run_1/registers.png
(2 px per micron) Other sequential cells in the stronger grey, the rest of the logic in the fainter grey.
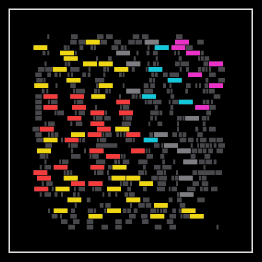
run_1/metal_stack.png
(3 px per micron)
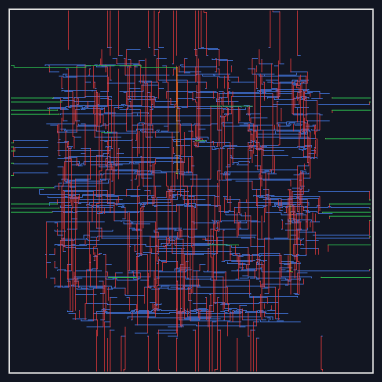
run_1/gate_families.png
(3 px per micron)
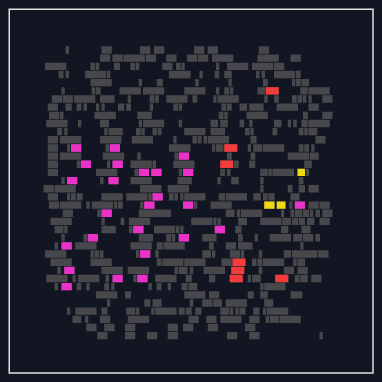
$ cat config.mk
export PLATFORM = sky130hd
export DESIGN_NAME = imem_loader
export DESIGN_NICKNAME = d
export VERILOG_FILES = /design/src/rtl/imem_loader_pkg.sv /design/src/rtl/imem_loader_byte_packer.sv /design/src/rtl/imem_loader.sv
export SDC_FILE = /design/constraint.sdc
export NUM_CORES = 1
export LEC_CHECK = 0
export ABC_AREA = 0
export CELL_PAD_IN_SITES_DETAIL_PLACEMENT = 0
export CELL_PAD_IN_SITES_GLOBAL_PLACEMENT = 2
export CORE_MARGIN = 10
export CORE_UTILIZATION = 33
export DETAILED_ROUTE_END_ITERATION = 12
export HOLD_SLACK_MARGIN = 0.15
export PLACE_DENSITY_LB_ADDON = 0.1
export SLEW_MARGIN = 20
export SYNTH_ARGS = -nofsm -noshare
export SYNTH_HDL_FRONTEND = slang
export SYNTH_SLANG_ARGS = --single-unit
$ cat constraint.sdc
create_clock -name clk -period 2.6 [get_ports clk]
set_clock_uncertainty 0.15 [all_clocks]
set_input_delay 0.26 -clock clk [delete_from_list [all_inputs] [get_ports clk]]
set_output_delay 0.26 -clock clk [all_outputs]
set_load 0.02 [all_outputs]
$ cat src/rtl/imem_loader_pkg.sv
// imem_loader_pkg: shared types and constants for the instruction-memory loader.
//   state_t           loader FSM states
//   HALT_WORD_DEFAULT word value that terminates a load
//   IMEM_BYTES        instruction memory size in bytes
//   WORD_BYTES        bytes per instruction word
package imem_loader_pkg;

    typedef enum logic [2:0] {
        IDLE,
        RECV,
        WRITE,
        DONE,
        ERR
    } state_t;

    localparam logic [31:0] HALT_WORD_DEFAULT = 32'hFFFF_FFFF;
    localparam int unsigned IMEM_BYTES        = 256;
    localparam int unsigned WORD_BYTES        = 4;

endpackage

$ cat src/rtl/imem_loader_byte_packer.sv
// imem_loader_byte_packer: byte index counter and little-endian word assembly.
//   clk, reset  system clock, synchronous active-high reset
//   clear       drop any partial word and restart at lane 0
//   accept      a byte is taken this cycle
//   data        the byte being taken
//   partial     at least one byte of the current word is held
//   word_ready  the byte taken this cycle completes a word
//   word        assembled word, valid while word_ready is high
module imem_loader_byte_packer (
    input  logic        clk,
    input  logic        reset,
    input  logic        clear,
    input  logic        accept,
    input  logic [7:0]  data,
    output logic        partial,
    output logic        word_ready,
    output logic [31:0] word
);

    logic [1:0]  byte_idx;
    logic [23:0] low_lanes;

    // Lane 3 is never stored: it arrives together with word_ready and is
    // combined directly, so the caller captures the word in the same cycle.
    always_ff @(posedge clk) begin
        if (reset || clear) begin
            byte_idx  <= '0;
            low_lanes <= '0;
        end else if (accept) begin
            byte_idx <= byte_idx + 2'd1;
            case (byte_idx)
                2'd0:    low_lanes[7:0]   <= data;
                2'd1:    low_lanes[15:8]  <= data;
                2'd2:    low_lanes[23:16] <= data;
                default: ;
            endcase
        end
    end

    assign partial    = (byte_idx != 2'd0);
    assign word_ready = accept && (byte_idx == 2'd3);
    assign word       = {data, low_lanes};

endmodule

$ cat src/rtl/imem_loader.sv
// imem_loader: assembles a byte stream into 32-bit words and writes them to
// consecutive instruction-memory addresses, stopping on a halt word or when
// the memory is full.
//   clk, reset     system clock, synchronous active-high reset
//   start          pulse; begins a load at address 0 (ignored while busy)
//   rx_data/valid  incoming byte stream; rx_ready accepts a byte
//   imem_wr_*      memory write port; data/addr hold outside the strobe
//   busy           load in progress
//   done           load finished on the halt word
//   error          memory overflow or inter-byte timeout
//   word_count     words written in the current load
// Optional: define IMEM_LOADER_TIMEOUT_EN to abort a load when a partial
// word sees no new byte for TIMEOUT_CYCLES cycles.
module imem_loader
    import imem_loader_pkg::*;
#(
    parameter int unsigned ADDR_W         = 8,
    parameter logic [31:0] HALT_WORD      = HALT_WORD_DEFAULT,
    parameter int unsigned TIMEOUT_CYCLES = 1_000_000
) (
    input  logic              clk,
    input  logic              reset,
    input  logic              start,
    input  logic [7:0]        rx_data,
    input  logic              rx_valid,
    output logic              rx_ready,
    output logic              imem_wr_en,
    output logic [31:0]       imem_wr_data,
    output logic [ADDR_W-1:0] imem_wr_addr,
    output logic              busy,
    output logic              done,
    output logic              error,
    output logic [ADDR_W-2:0] word_count
);

    localparam logic [ADDR_W-1:0] LAST_ADDR = ADDR_W'(IMEM_BYTES - WORD_BYTES);

    state_t            state, state_next;
    logic [ADDR_W-1:0] addr;
    logic              accept;
    logic              load_start;
    logic              partial;
    logic              word_ready;
    logic [31:0]       word;
    logic              timeout;

    // Reset gates the handshake and strobe so nothing moves in the reset cycle.
    assign rx_ready   = (state == RECV) && !reset;
    assign imem_wr_en = (state == WRITE) && !reset;
    assign busy       = (state == RECV) || (state == WRITE);
    assign done       = (state == DONE);
    assign error      = (state == ERR);
    assign accept     = rx_ready && rx_valid;
    assign load_start = start && (state == IDLE || state == DONE || state == ERR);

    imem_loader_byte_packer u_packer (
        .clk        (clk),
        .reset      (reset),
        .clear      (load_start || timeout),
        .accept     (accept),
        .data       (rx_data),
        .partial    (partial),
        .word_ready (word_ready),
        .word       (word)
    );

`ifdef IMEM_LOADER_TIMEOUT_EN
    localparam int unsigned TO_W = (TIMEOUT_CYCLES > 1) ? $clog2(TIMEOUT_CYCLES) : 1;

    logic [TO_W-1:0] idle_cycles;

    always_ff @(posedge clk) begin
        if (reset || state != RECV || !partial || accept) begin
            idle_cycles <= '0;
        end else begin
            idle_cycles <= idle_cycles + TO_W'(1);
        end
    end

    assign timeout = (state == RECV) && partial && !accept &&
                     (idle_cycles == TO_W'(TIMEOUT_CYCLES - 1));
`else
    // Without the feature a partial word waits forever; this term is always 0.
    assign timeout = 1'b0 & partial & (TIMEOUT_CYCLES == 0);
`endif

    always_ff @(posedge clk) begin
        if (reset) begin
            state <= IDLE;
        end else begin
            state <= state_next;
        end
    end

    always_comb begin
        state_next = state;
        case (state)
            IDLE:  if (start) state_next = RECV;
            RECV: begin
                if (timeout)         state_next = ERR;
                else if (word_ready) state_next = WRITE;
            end
            WRITE: begin
                if (imem_wr_data == HALT_WORD) state_next = DONE;
                else if (addr == LAST_ADDR)    state_next = ERR;
                else                           state_next = RECV;
            end
            DONE:    if (start) state_next = RECV;
            ERR:     if (start) state_next = RECV;
            default: state_next = IDLE;
        endcase
    end

    // The write port registers are loaded as the last byte arrives, so they
    // are valid during WRITE and then hold while the next word assembles.
    always_ff @(posedge clk) begin
        if (reset) begin
            addr         <= '0;
            word_count   <= '0;
            imem_wr_data <= '0;
            imem_wr_addr <= '0;
        end else begin
            if (load_start) begin
                addr       <= '0;
                word_count <= '0;
            end
            if (word_ready) begin
                imem_wr_data <= word;
                imem_wr_addr <= addr;
            end
            if (state == WRITE) begin
                addr       <= addr + ADDR_W'(WORD_BYTES);
                word_count <= word_count + (ADDR_W-1)'(1);
            end
        end
    end

endmodule

==> results_slide.txt, run 1 <==
Physical Implementation Snapshot

Logic synthesis
  – Synth cell types: 40
  – FA/HA/MAJ Cells, Area Fraction: 2.613%
  – Syn Inst Count: 381
  – Chip Area, Yosys: 0.003352 sq mm
  – Ys flop type: dfxtp_1
  – Flops after synth: 80
  – EDFF count, synth: 0
  – Main area contributors: dfxtp_1 48%, nand2_1 8.1%, mux2i_1 7.5%

Critical path
  – CP Max Fanout: 9
  – Crit path required time: 2.19 ns

Final layout
  – Layout Nets: 458
  – Nonclk inv count: 2
  – Top cells excl fill/tap: 80 x dfxtp_1, 72 x nand2_1, 60 x clkdlybuf4s50_1, 50 x nor2_1, 35 x a21oi_1
  – Layout cell share with drive strength beyond 1: 12.84%
  – Non-clk bufs: 71

Power
  – Switch share: 23.49%
  – Switching power: 532.8 uW
  – Combinational share of power: 4.8%
  – Reg power frac: 54.3%
  – P_leak: 1.548 nW
  – Top pwr grp: registers

Floorplanning
  – Die x size: 120.8 microns
  – Core area: 0.009819 sq mm
  – Die Ht: 120.8 microns

Global routing
  – GRT Max-Usage Layer: met2

Drt
  – Remaining DRCs: 0
  – Antenna Violating Nets Remaining: 0

Status
  – Outcome: finished clean

Placement
  – Post-DP HPWL: 6311 microns
  – PortBufs: 61

CTS
  – CTS buffer count: 9
  – Setup Fix Bufs, Post-CTS: 0
  – Worst-Skew Late Latency: 0.35 ns
  – CTS Root Buffer Type: clkbuf_8
  – Max clock buf depth: 2

Job
  – Max cap viols: 0

STA
  – PnR worst setup slack: 0.1103 ns
-- registers.png (at the start) --
red -> u_packer.low_lanes  # sequential cells 24
cyan -> addr  # sequential cells 6
yellow -> imem_wr_data  # sequential cells 32
magenta -> word_count  # sequential cells 7, where upper right
seq pwr: 1.23 mW
Final Util: 43.23%
sequential fraction of total cell area: 37.72%
Register Area: 0.001602 sq mm

-- metal_stack.png (at the start) --
green -> met3  # wire length 338 microns
red -> met2  # wire length 4510 microns
blue -> met1  # wire length 4280 microns
orange -> met4  # wire length 57.1 microns
gr usage total: 12.84%
Post-Route WL: 9180 microns
WL/cell: 15.91 microns
Via Count: 2763

-- gate_families.png (at the start) --
red -> adder and majority cells  # cells 7, most used ha_1
yellow -> AND-OR and OR-AND gates  # cells 3
magenta -> multiplexers  # cells 25, most used mux2i_1
most numerous logic cell after layout: dfxtp_1
combinational share of cell area: 37.49%

[run 1: sequential cells by signal, summed over array words and instances (netlist names)]
register            cells
u_packer.low_lanes     24
word_count              7
imem_wr_addr            6
state                   3
imem_wr_data           32
addr                    6
u_packer.byte_idx       2
[run 1: path summary, 6_finish.rpt]
check	slack, ns	endpoint	cells after the start
min reg2reg	0.30	imem_wr_data[18]	2
min	0.25	state[1]	3
max reg2reg	0.75	imem_wr_addr[7]	6
max	0.11	imem_wr_en	3
[run 1: cell usage after synthesis, drive strengths merged, types with 2 or more instances]
cell	instances
a31oi	2
xnor2	2
a211oi	5
mux2i	25
nand3	11
inv	2
nand2b	3
nor2	50
clkbuf	13
nand2	82
a21oi	48
nand4	8
ha	7
or3b	2
buf	12
o21ai	8
dfxtp	80
nand3b	2
nor4	2
a311oi	3
a22oi	2
==> run 1 -> run 2 <==
--- a/config.mk
+++ b/config.mk
@@ -13,6 +13,7 @@
 export DETAILED_ROUTE_END_ITERATION = 12
 export HOLD_SLACK_MARGIN = 0.15
 export PLACE_DENSITY_LB_ADDON = 0.1
+export SKIP_CTS_REPAIR_TIMING = 1
 export SLEW_MARGIN = 20
 export SYNTH_ARGS = -nofsm -noshare
 export SYNTH_HDL_FRONTEND = slang
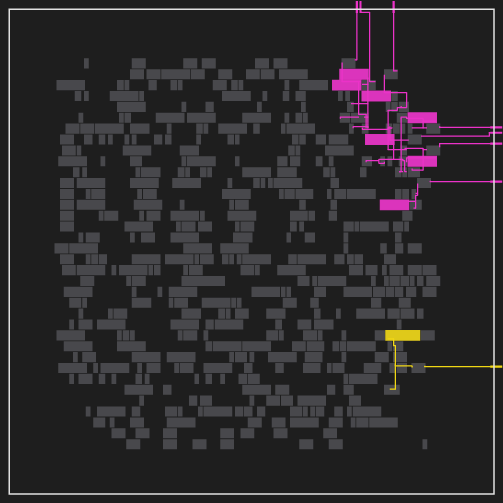
run_2/port_nets.png
(4 px per micron)
magenta -> word_count  # bits 7, direction output, edge 4 right, 3 top, end cells 7, buffers 7, wire 293 microns
yellow -> rx_ready  # bits 1, direction output, edge right, end cells 1, buffers 1, wire 37.1 microns
PortBufs: 61
IO Pins: 64

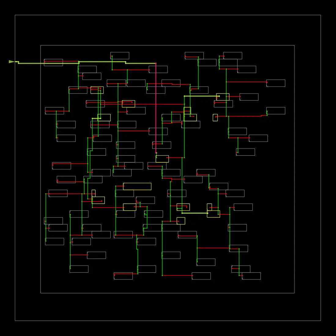
run_2/final_clocks.png
clk_buf instances: 11
flop count: 80
Sink Count: 80
Worst-Skew Late Latency: 0.35 ns

==> results_slide.txt, run 2 <==
Physical Implementation Snapshot

Final layout
  – Top cell category: flip-flops and latches
  – Max FFs per register: 32 (unchanged)
  – Most flop-heavy register: imem_wr_data
  – Final Util: 43.23% (unchanged)
  – Non-clk bufs: 71 (unchanged)
  – Top cells excl fill/tap: 80 x dfxtp_1, 72 x nand2_1, 60 x clkdlybuf4s50_1, 50 x nor2_1, 35 x a21oi_1
  – Combinational share of cell area: 37.49% (unchanged)
  – Fillcell total: 1063
  – Most numerous logic cell after layout: dfxtp_1
  – Non-clock buffering overhead: 16.03%
  – Layout Nets: 458 (unchanged)
  – Layout cell share with drive strength beyond 1: 12.84% (unchanged)
  – Sequential fraction of total cell area: 37.72% (unchanged)
  – Nonclk inv count: 2 (unchanged)
  – Final Non-Filler Cells: 577
  – Comb area: 0.001592 sq mm
  – Regs by FF count: imem_wr_data x32, u_packer.low_lanes x24, word_count x7
  – Register Area: 0.001602 sq mm (unchanged)
  – Multi-input gates: 275

Power
  – Switching power: 532.8 uW (unchanged)
  – Combinational share of power: 4.8% (about the same)
  – Switch share: 23.49% (unchanged)
  – Reg power frac: 54.3% (about the same)
  – P_leak: 1.548 nW (unchanged)
  – Top pwr grp: registers
  – Seq pwr: 1.23 mW (about the same)
  – Clock network power: 928 uW

Global routing
  – GRT Max-Usage Layer: met2
  – Met3 usage: 4.328%
  – Vias in the first global route: 2839
  – Routing usage on met2: 21.24%
  – Gr usage total: 12.84% (unchanged)
  – Total grt overflow: 0

CTS
  – CTS Root Buffer Type: clkbuf_8
  – Max clock buf depth: 2 (unchanged)
  – CTS buffer count: 9 (unchanged)

STA
  – Post-layout min period: 2.490 ns
  – Fin. Hold Viols: 0
  – Setup_tns: 0 ns
  – PnR worst setup slack: 0.1103 ns (unchanged)
  – Fin crit share: 95.76%
  – Final tally of setup violations: 0

Hold path
  – Hold Path End: state[1]
  – Hold path depth: 3 (unchanged)
  – Hold Crit Class: primary input to flip-flop

Logic synthesis
  – EDFF count, synth: 0 (unchanged)
  – Chip Area, Yosys: 0.003352 sq mm (unchanged)
  – Most frequent cell after synthesis: dfxtp_1
  – FA/HA/MAJ Cells, Area Fraction: 2.613% (unchanged)
  – Synth cell types: 40 (unchanged)
  – Yosys top cell by area: dfxtp_1
  – Synth warn: 0
  – Synth cell count leaders: 80 x dfxtp_1, 72 x nand2_1, 50 x nor2_1, 35 x a21oi_1, 25 x mux2i_1
  – Flops after synth: 80 (unchanged)
  – # Cells Yosys: 381
  – Ys flop type: dfxtp_1
  – Post-synth seq share: 47.78%
  – MUX area fraction: 7.465%
  – Main area contributors: dfxtp_1 48%, nand2_1 8.1%, mux2i_1 7.5%
  – Syn Inst Count: 381 (unchanged)

Drt
  – Via Count: 2763 (unchanged)
  – Antenna Violating Nets Remaining: 0 (unchanged)
  – WL/cell: 15.91 microns (unchanged)
  – Post-Route WL: 9180 microns (unchanged)
  – TritonRoute pass-1 iters: 4
  – Remaining DRCs: 0 (unchanged)

Job
  – Max cap viols: 0 (unchanged)
  – Number of warnings in the stage logs: 30

Critical path
  – Crit path required time: 2.19 ns (about the same)
  – Flop-to-flop setup slack: 0.75 ns (about the same)
  – Cell count of the worst reg-to-reg path: 6 (unchanged)
  – FF-to-FF Start: state[0]
  – CP Max Fanout: 9 (unchanged)
  – Startpoint Class: flip-flop
  – FF-to-FF End: imem_wr_addr[7]

Floorplanning
  – Die x size: 120.8 microns (unchanged)
  – Die Ht: 120.8 microns (unchanged)
  – Core area: 0.009819 sq mm (unchanged)

Placement
  – Post-DP HPWL: 6311 microns (unchanged)

Status
  – Outcome: finished clean
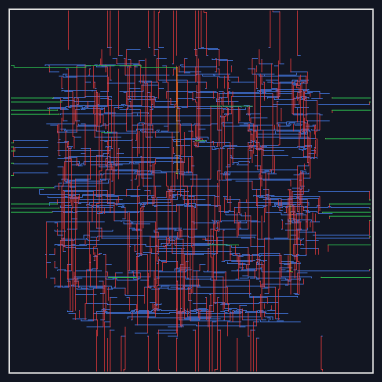
run_2/metal_stack.png
(3 px per micron)

[run 2: cell counts after synthesis]
Identical to the previous run, type by type.
[run 2: routing by layer]
| metal | up-vias | wire [microns] |
|---|---|---|
| met4 | 0 | 57 |
| met5 | - | 0 |
| met1 | 1325 | 4276 |
| li1 | 1394 | - |
| met2 | 40 | 4508 |
| met3 | 4 | 337 |
[run 2: how the worst max path moves through the flow]
stage,start,end,slack [ns],depth (start not counted)
floorplan,state[1],imem_wr_data[27],0.65,7
global placement,start,addr[4],0.48,5
detailed placement,start,addr[4],0.48,5
CTS,state[0],imem_wr_en,0.09,3
global route,state[0],imem_wr_en,0.01,3
finish,state[0],imem_wr_en,0.11,3
[run 2: critical path, stage by stage, from the launching register on]
cell and delay, ns:
dfxtp_1 0.39, or3b_2 0.48, nor2_1 0.21, clkdlybuf4s50_1 0.66
Power and IR drop assume default switching activity.
